==> config.mk <==
export PLATFORM = sky130hd
export DESIGN_NAME = reversal_pipe
export DESIGN_NICKNAME = d
export VERILOG_FILES = /design/src/rtl/reversal_pkg.sv /design/src/rtl/reversal_perm.sv /design/src/rtl/reversal_pipe.sv
export SDC_FILE = /design/constraint.sdc
export NUM_CORES = 1
export LEC_CHECK = 0
export CAP_MARGIN = 40
export CORE_MARGIN = 1.5
export CORE_UTILIZATION = 45
export CTS_CLUSTER_DIAMETER = 100
export DETAILED_ROUTE_END_ITERATION = 10
export PLACE_DENSITY = 0.72
export SLEW_MARGIN = 40
export SYNTH_ARGS = -nofsm -noshare
export SYNTH_HDL_FRONTEND = slang
export SYNTH_SLANG_ARGS = --single-unit
==> constraint.sdc <==
create_clock -name clk -period 2.1 [get_ports clk]
set_input_delay 0.42 -clock clk [delete_from_list [all_inputs] [get_ports clk]]
set_output_delay 0.42 -clock clk [all_outputs]
set_load 0.01 [all_outputs]
registers.png
(4 px per um) Other sequential cells in the stronger gray, the rest of the logic in the fainter gray.
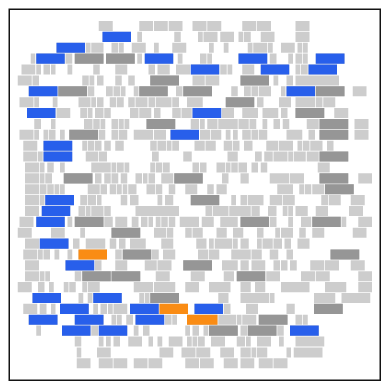
legend:
  orange:
    netlist_name: s1_mode
    sequential_cells: 3
  blue:
    netlist_name: s1_data
    sequential_cells: 32
    where: all over the die
Register Area: 1400 um^2
Seq power: 0.00152 W

density.png
(4 px per um) 9 x 9 tiles, from white (low) to dark blue (high), 0 to 100% covered.
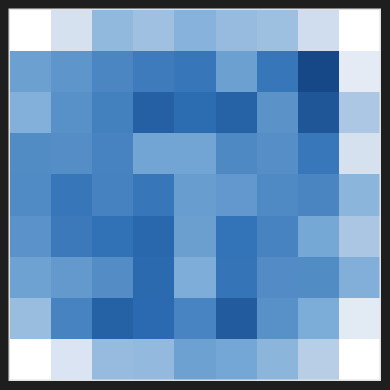
fullest tile: 91%
nearly empty tiles: 4.9%
mean over tiles: 54%
tiles over 75% full: 12%
fin util: 0.612
floorplan utilization: 0.466
core box area: 7730 um^2

met4.png
(6 px per um) Supply wires on this layer in gray.
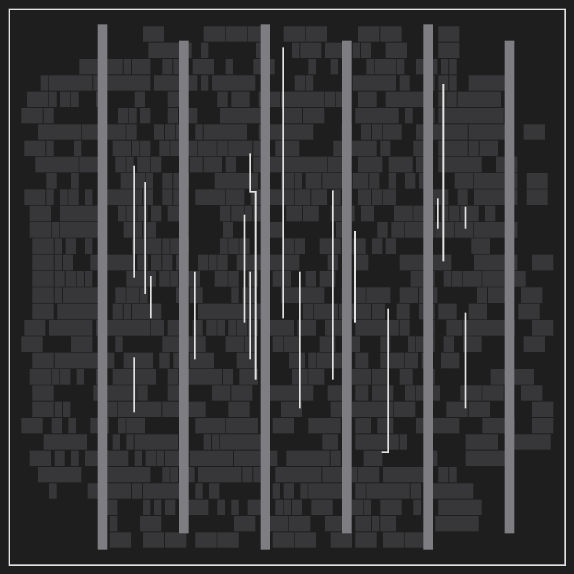
main direction: vertical
longest straight run: 44.9 um
nets with wire on the layer: 15
wire length on this layer: 328 um
share of all routed wire: 2.9%
final wirelength: 11.2 mm
via count: 3828

metal_stack.png
(4 px per um)
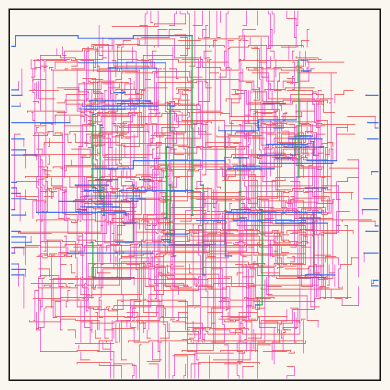
legend:
  green:
    layer: met4
    wire_length: 328 um
  red:
    layer: met1
    wire_length: 4780 um
  blue:
    layer: met3
    wire_length: 687 um
  magenta:
    layer: met2
    wire_length: 5380 um
GRT Util Overall: 0.274
detailed-route wire length per cell: 17.7 um

final_clocks.png
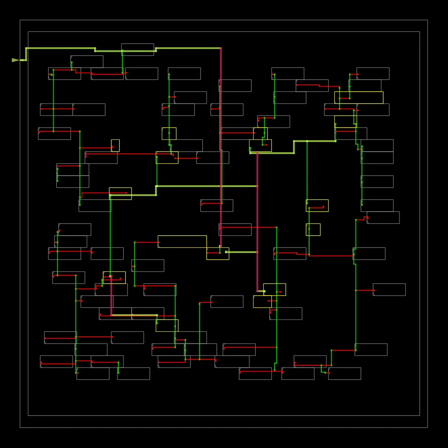
clock sink count: 70
clock buf count: 9

==> results.ini <==
[logic_synthesis]
ys_sh_simple = 0.148
ys_sh_aoi = 0.348
syn-num-nets = 500
mux_area_frac = 0.0310
area_leaders = dfxtp_1, a21oi_1, nand2_1

[grt]
grt-ovfl-total = 0
grt_use_met3 = 0.0665

[power]
vdd_ir_drop_max_mv = 0.443

[final_timing]
tightest_slew_ps = 615
min_period_over_period = 0.941
hold_viol_final = 0
period_minus_slack_ps = 1980

[detailed_routing]
highest_layer = met4
drc = 0
wl_met1_mm = 4.78
vias_per_cell = 6.05
met2_length_mm = 5.38

[place]
dpl_worst_slack_ps = 129
dpl.cell_count = 617
gp_congestion = 0.900

[clocking]
cts_hold_buffers = 0
h-tree-depth = 3

[cells_and_area]
drive_above_1_share = 0.115
logic_gates = 323
comb_area_um2 = 1900
dominant-cell-class = multi-input combinational cells
finalInstanceArea_um2 = 4730

[worst_setup_path]
setup.worst_path.start_class = primary input
worst_path_max_delay_cell = clkdlybuf4s50_1
slowest_delay_ps = 550
crit_path_cell_trace = clkdlybuf4s50_1 > nand3b_1 > clkdlybuf4s50_1

[outcome]
status = completed

[worst_hold_path]
hold_path.class = register to register

-- cell usage after synthesis (5+ instances only) --
master / instances
a21oi_1: 102
a221o_1: 5
a221oi_1: 8
and3_1: 5
buf_2: 21
clkbuf_1: 17
dfxtp_1: 70
inv_1: 23
mux2_2: 9
nand2_1: 86
nor2_1: 5
nor3_1: 11
o21ai_0: 11
o221ai_1: 27
o22ai_1: 19
-- worst reg2reg max path, delay by kind of cell, from the launching register on --
kind,cells,cell delay [ps]
flip-flops,1,440
buffers and inverters,1,240
AND-OR/OR-AND,2,440
AND/OR/NAND/NOR,2,590
-- power by group --
part | total (W) | switching, W | internal, W
clock | 0.00126 | 0.000577 | 0.000688
combinational | 0.000688 | 0.000340 | 0.000348
sequential | 0.00152 | 0.000107 | 0.00142
No activity file was given, so power comes from the tool's default toggle rates.
